===== src/rtl/fetch_ctrl_pkg.sv =====
// fetch_ctrl_pkg: shared types and widths for the fetch controller.
//   ADDR_W  - instruction address width (8)
//   INSTR_W - instruction word width (32)
//   state_e - FSM state encoding, also visible on fetch_ctrl.state_out
package fetch_ctrl_pkg;

  localparam int ADDR_W  = 8;
  localparam int INSTR_W = 32;
  localparam int STATE_W = 3;
  localparam int PERF_W  = 16;

  typedef enum logic [STATE_W-1:0] {
    S_IDLE  = 3'd0,
    S_FETCH = 3'd1,
    S_RESP  = 3'd2,
    S_HALT  = 3'd3
  } state_e;

endpackage


===== src/rtl/fetch_ctrl_pc_unit.sv =====
// fetch_ctrl_pc_unit: program counter register with incrementer and
// redirect mux. Priority: reset > load_reset > load_redirect > advance.
// Ports:
//   clk, reset     - clock, synchronous active-high reset (pc <= RESET_PC)
//   load_reset     - reload RESET_PC (restart from HALT)
//   load_redirect  - load redirect_pc
//   advance        - pc <= pc + PC_STEP, wrapping modulo 2**ADDR_W
//   redirect_pc    - redirect target
//   pc             - current program counter
module fetch_ctrl_pc_unit
  import fetch_ctrl_pkg::*;
#(
  parameter logic [ADDR_W-1:0] RESET_PC = 8'h00,
  parameter logic [ADDR_W-1:0] PC_STEP  = 8'd4
) (
  input  logic              clk,
  input  logic              reset,
  input  logic              load_reset,
  input  logic              load_redirect,
  input  logic              advance,
  input  logic [ADDR_W-1:0] redirect_pc,
  output logic [ADDR_W-1:0] pc
);

  logic [ADDR_W-1:0] pc_d;
  logic [ADDR_W-1:0] pc_q;

  always_comb begin
    pc_d = pc_q;
    if (load_reset) begin
      pc_d = RESET_PC;
    end else if (load_redirect) begin
      pc_d = redirect_pc;
    end else if (advance) begin
      // natural ADDR_W-bit wrap: 8'hFC + 4 -> 8'h00
      pc_d = pc_q + PC_STEP;
    end
  end

  always_ff @(posedge clk) begin
    if (reset) begin
      pc_q <= RESET_PC;
    end else begin
      pc_q <= pc_d;
    end
  end

  assign pc = pc_q;

endmodule


===== src/rtl/fetch_ctrl.sv =====
// fetch_ctrl: instruction fetch controller in front of a synchronous ROM.
// FSM IDLE -> FETCH (one rom_en cycle) -> RESP (instruction presented)
// -> FETCH ... with redirect, halt and restart handling.
// Ports:
//   clk, reset            - clock, synchronous active-high reset
//   start                 - leave IDLE/HALT and begin fetching
//   halt_req              - stop fetching (wins over redirect and start)
//   redirect_valid/_pc    - branch target, honoured in FETCH and RESP only
//   rom_addr, rom_en      - ROM request; rom_data returns one cycle later
//   rom_data              - ROM read data
//   instr_out, pc_out     - instruction and its address to the decoder
//   instr_valid/ready     - decoder handshake
//   state_out             - current FSM state (state_e encoding)
// Optional (macro FETCH_CTRL_PERF_EN):
//   fetch_count           - saturating count of transfers
//   stall_count           - saturating count of RESP cycles with ready low
//
// Handshake: instr_valid/instr_out/pc_out are held stable until
// instr_valid & instr_ready (a transfer) is seen on a rising edge; the
// controller never withdraws valid except on redirect, halt or reset.
module fetch_ctrl
  import fetch_ctrl_pkg::*;
#(
  parameter logic [ADDR_W-1:0] RESET_PC = 8'h00,
  parameter logic [ADDR_W-1:0] PC_STEP  = 8'd4
) (
  input  logic               clk,
  input  logic               reset,
  input  logic               start,
  input  logic               halt_req,
  input  logic               redirect_valid,
  input  logic [ADDR_W-1:0]  redirect_pc,
  output logic [ADDR_W-1:0]  rom_addr,
  output logic               rom_en,
  input  logic [INSTR_W-1:0] rom_data,
  output logic [INSTR_W-1:0] instr_out,
  output logic [ADDR_W-1:0]  pc_out,
  output logic               instr_valid,
  input  logic               instr_ready,
  output logic [STATE_W-1:0] state_out
`ifdef FETCH_CTRL_PERF_EN
  ,
  output logic [PERF_W-1:0]  fetch_count,
  output logic [PERF_W-1:0]  stall_count
`endif
);

  state_e             state_q, state_d;
  logic               rom_en_q, rom_en_d;
  logic               instr_valid_q, instr_valid_d;
  logic [ADDR_W-1:0]  pc_out_q, pc_out_d;
  logic [INSTR_W-1:0] instr_q, instr_d;
  // fresh_q marks the first RESP cycle, when the ROM output is the
  // instruction itself; after that the captured copy in instr_q is used.
  logic               fresh_q, fresh_d;

  logic               xfer;
  logic               load_reset, load_redirect, advance;
  logic [ADDR_W-1:0]  pc;

  assign xfer = instr_valid_q & instr_ready;

  fetch_ctrl_pc_unit #(
    .RESET_PC (RESET_PC),
    .PC_STEP  (PC_STEP)
  ) u_pc (
    .clk           (clk),
    .reset         (reset),
    .load_reset    (load_reset),
    .load_redirect (load_redirect),
    .advance       (advance),
    .redirect_pc   (redirect_pc),
    .pc            (pc)
  );

  always_comb begin
    state_d       = state_q;
    load_reset    = 1'b0;
    load_redirect = 1'b0;
    advance       = 1'b0;
    case (state_q)
      S_IDLE: begin
        if (start) state_d = S_FETCH;
      end
      S_FETCH: begin
        if (halt_req) begin
          state_d = S_HALT;
        end else if (redirect_valid) begin
          state_d       = S_FETCH;
          load_redirect = 1'b1;
        end else begin
          state_d = S_RESP;
        end
      end
      S_RESP: begin
        if (halt_req) begin
          // a transfer in the halting cycle still completes
          state_d = S_HALT;
          advance = xfer;
        end else if (redirect_valid) begin
          // redirect wins over a simultaneous transfer: no pc advance
          state_d       = S_FETCH;
          load_redirect = 1'b1;
        end else if (xfer) begin
          state_d = S_FETCH;
          advance = 1'b1;
        end
      end
      S_HALT: begin
        if (start && !halt_req) begin
          state_d    = S_FETCH;
          load_reset = 1'b1;
        end
      end
      default: state_d = S_IDLE;
    endcase

    rom_en_d      = (state_d == S_FETCH);
    instr_valid_d = (state_d == S_RESP);
    fresh_d       = (state_q == S_FETCH) && (state_d == S_RESP);
    pc_out_d      = fresh_d ? pc : pc_out_q;
    instr_d       = fresh_q ? rom_data : instr_q;
  end

  always_ff @(posedge clk) begin
    if (reset) begin
      state_q       <= S_IDLE;
      rom_en_q      <= 1'b0;
      instr_valid_q <= 1'b0;
      pc_out_q      <= '0;
      instr_q       <= '0;
      fresh_q       <= 1'b0;
    end else begin
      state_q       <= state_d;
      rom_en_q      <= rom_en_d;
      instr_valid_q <= instr_valid_d;
      pc_out_q      <= pc_out_d;
      instr_q       <= instr_d;
      fresh_q       <= fresh_d;
    end
  end

  assign rom_addr    = pc;
  assign rom_en      = rom_en_q;
  assign instr_valid = instr_valid_q;
  assign pc_out      = pc_out_q;
  assign instr_out   = fresh_q ? rom_data : instr_q;
  assign state_out   = state_q;

`ifdef FETCH_CTRL_PERF_EN
  logic [PERF_W-1:0] fetch_cnt_q, fetch_cnt_d;
  logic [PERF_W-1:0] stall_cnt_q, stall_cnt_d;

  always_comb begin
    fetch_cnt_d = fetch_cnt_q;
    stall_cnt_d = stall_cnt_q;
    if (xfer && (fetch_cnt_q != '1)) fetch_cnt_d = fetch_cnt_q + 1'b1;
    if ((state_q == S_RESP) && !instr_ready && (stall_cnt_q != '1))
      stall_cnt_d = stall_cnt_q + 1'b1;
  end

  always_ff @(posedge clk) begin
    if (reset) begin
      fetch_cnt_q <= '0;
      stall_cnt_q <= '0;
    end else begin
      fetch_cnt_q <= fetch_cnt_d;
      stall_cnt_q <= stall_cnt_d;
    end
  end

  assign fetch_count = fetch_cnt_q;
  assign stall_count = stall_cnt_q;
`endif

endmodule


===== config.mk =====
export PLATFORM = sky130hd
export DESIGN_NAME = fetch_ctrl
export DESIGN_NICKNAME = d
export VERILOG_FILES = /design/src/rtl/fetch_ctrl_pkg.sv /design/src/rtl/fetch_ctrl_pc_unit.sv /design/src/rtl/fetch_ctrl.sv
export SDC_FILE = /design/constraint.sdc
export NUM_CORES = 1
export LEC_CHECK = 0
export CAP_MARGIN = 20
export CORE_MARGIN = 2
export CORE_UTILIZATION = 41
export CTS_CLUSTER_DIAMETER = 200
export CTS_CLUSTER_SIZE = 30
export DETAILED_ROUTE_END_ITERATION = 12
export GPL_TIMING_DRIVEN = 0
export PLACE_DENSITY = 0.77
export SLEW_MARGIN = 20
export SYNTH_ARGS = -nofsm -noshare
export SYNTH_HDL_FRONTEND = slang
export SYNTH_SLANG_ARGS = --single-unit

===== constraint.sdc =====
create_clock -name clk -period 1.6 [get_ports clk]
set_input_delay 0.32 -clock clk [delete_from_list [all_inputs] [get_ports clk]]
set_output_delay 0.32 -clock clk [all_outputs]
set_load 0.02 [all_outputs]

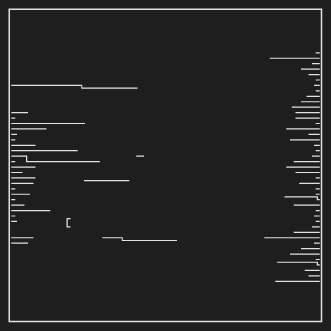
Fig. 1. Metal 3.
(4 px per µm)
- share of all routed wire: 7.0%
- main direction: horizontal
- longest straight run: 18.2 µm
- wire length on this layer: 373 µm
- nets with wire on the layer: 70

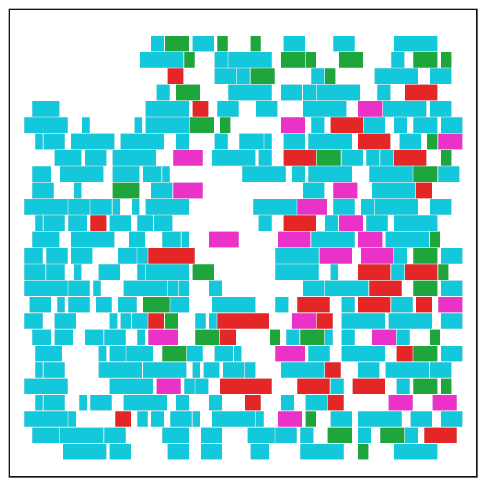
Fig. 2. Cell sizes after repair.
(6 px per µm)
- x6 and larger: magenta (cells 22; share 7.1%)
- x1 and smaller: cyan (cells 220; share 71%)
- x2: green (cells 38; share 12%)
- x3 and x4: red (cells 30; share 9.7%)

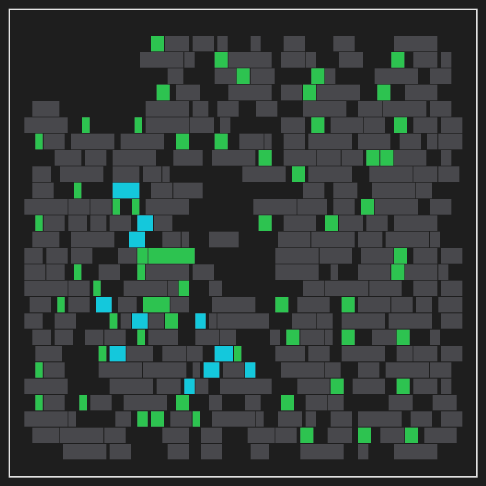
Fig. 3. Logic cells by family.
(6 px per µm)
- nor cells: green (cells 59; where spread over the die)
- aoi and oai cells: cyan (cells 11)

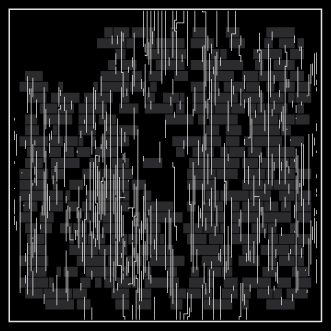
Fig. 4. M2 wires.
(4 px per µm) Cells faint in the background.
- nets with wire on the layer: 320
- main direction: vertical
- longest straight run: 47.9 µm
- share of all routed wire: 47%
- wire length on this layer: 2520 µm

area by class of cell:
class,count,share of cell area
Clock inverter,2,0.00365
Sequential cell,54,0.316
Timing Repair Buffer,100,0.271
Clock buffer,6,0.0241
Tap cell,70,0.0255
Multi-Input combinational cell,134,0.327
Buffer,13,0.0307
Inverter,1,0.00109
critical path, stage by stage, from the launching register on:
cell	delay (ps)
dfxtp_4	390
buf_4	140
buf_4	130
mux2_4	300
buf_6	130
sequential cells by signal, summed over array words and instances, names as in the netlist:
signal,flops
fresh_q,1
instr_q,32
instr_valid,1
pc_out,8
rom_en,1
state_out,3
u_pc.pc,8
metal layers:
layer / GRT usage / wire [µm]
met3: 0.0453 / 373
met4: 0.0554 / 17
met1: 0.221 / 2430
met2: 0.283 / 2520
met5: 0 / 0
==> results.py <==
# Generated from Yosys and OpenROAD reports
metrics = {
    "place": {
        "placed_area_um2": 3280,
        "place_ws_ps": -461,
        "gp_congestion": 0.802,
        "hpwl_um": 3790,
        "place_inst": 370,
        "io_buffer_count": 97,
    },
    "hold_path": {
        "hold_depth": 2,
        "min_path_type": "in2reg",
        "hold_end": "instr_q[4]",
        "min_from": "reset",
    },
    "power_and_ir_drop": {
        "p_comb_uw": 211,
        "top_power_group": "sequential cells",
        "combPwrFrac": 0.090,
        "p_per_area_nw_per_um2": 684,
        "seq-power_mw": 1.35,
        "seqPwrFrac": 0.578,
        "p_leak_nw": 1.60,
        "pwr-share-clk": 0.332,
        "ir_worst_vdd_v": 0.000356,
        "p_int_mw": 1.83,
        "clock_power_uw": 779,
        "power.switching_uw": 516,
        "p_sw_frac": 0.220,
        "p_total_mw": 2.34,
    },
    "layout": {
        "syn_to_final_growth_pct": 54.0,
        "final_cell_mix": "dfxtp_1, clkdlybuf4s50_1, nor2b_1",
        "fill_cells": 420,
        "diodes": 0,
        "lay_top_count": "dfxtp_1",
        "fin_cells": 380,
        "design_area_um2": 3430,
        "drive_gt1_frac": 0.290,
        "utilization": 0.663,
        "logic_area_um2": 1120,
        "register_area_um2": 1080,
        "fin_nets": 356,
    },
    "critical_path": {
        "required_ps": 1280,
        "crit_type": "reg2out",
        "r2r_slack_ps": 130,
        "r2r_start": "state_out[2]",
        "r2r-end": "pc_out[6]",
        "reg2reg_depth": 6,
        "cp_max_fo": 4,
        "crit_start": "fresh_q",
        "end_kind": "output pin",
        "critical_path_arrival_ps": 1380,
        "start_kind": "flop",
        "endpoint": "instr_out[0]",
    },
    "clocking": {
        "cts_max_level": 2,
        "clockBufferDepth": 2,
        "cts_resized": 177,
        "clk_latency_ps": 300,
        "clkTransAtPathRegs_ps": 100,
        "cts_root_buf": "clkbuf_8",
        "tritoncts": "yes",
        "cts_hold_buf": 0,
        "post_cts_buffers": 2,
        "cts_buffers": 5,
        "clock-sinks": 54,
    },
    "global_route": {
        "antenna_found_initial": 0,
        "grt_pass1_vias": 1752,
        "gr-total-overflow": 0,
        "globalRouteTotalUtil": 0.173,
        "grt_max_degree": 17,
        "grt_pass1_wl_um": 8380,
    },
    "yosys": {
        "syn_nets": 250,
        "syn_avg_cell_area_um2": 11.0,
        "ys_sh_aoi": 0.0450,
        "top_cells_by_area": "dfxtp_1, mux2_2, nor2b_1",
        "syn-cell-area_um2": 2230,
        "ys_sh_mux": 0.216,
        "synthXorXnorAreaFrac": 0.0236,
        "yosys.area.top_type": "dfxtp_1",
        "yosysWarnings": 0,
        "edf_count": 0,
        "yosysUniqueCellTypes": 33,
        "top_cell_area_share": 0.486,
        "yosys_area_um2": 2230,
        "simple_gate_share": 0.185,
        "netlist_logic_family_top": "multiplexers",
        "top_cell": "dfxtp_1",
        "synthAdderAreaFrac": 0.00562,
        "netlist_instances": 203,
        "top_cells_by_count": "dfxtp_1, nor2b_1, mux2_2",
        "ff_type": "dfxtp_1",
        "ys_cells": 203,
        "yosysSeqAreaShare": 0.486,
        "async_reset_ff_frac": 0,
        "synth_flop_count": 54,
    },
    "die": {
        "dieArea_um2": 6030,
        "fp-utilization": 0.430,
        "die_x_um": 77.7,
        "die_height_um": 77.7,
        "io_pins": 99,
        "fp-row-count": 26,
        "core_um2": 5170,
    },
    "final_timing": {
        "final.setup_skew_ps": 6.63,
        "min_period_ps": 1700,
        "fin_ws_ps": -103,
        "period_used_share": 1.06,
        "final-setup-viol-count": 31,
        "fin_hold_ws_ps": 415,
        "drv_slew": 0,
        "hold_viol_final": 0,
        "rsz0062_at_grt": "true",
        "fmax_mhz": 587,
        "setup_tns_ps": -2120,
    },
    "outcome": {
        "violations": "setup timing",
        "status": "finished with violations",
    },
    "detailed_routing": {
        "ant_nets": 0,
        "dr.first_iter.drc_count": 43,
        "remaining_drc_errors": 0,
        "viasPerCell": 4.74,
        "wl_per_cell_um": 14.0,
        "finalWirelength_um": 5340,
        "via_count": 1801,
        "firstDrtPassIters": 4,
    },
    "flow_run": {
        "warning_count": 28,
        "max-cap-violations": 0,
    },
}
No activity file was given, so power comes from the tool's default toggle rates.
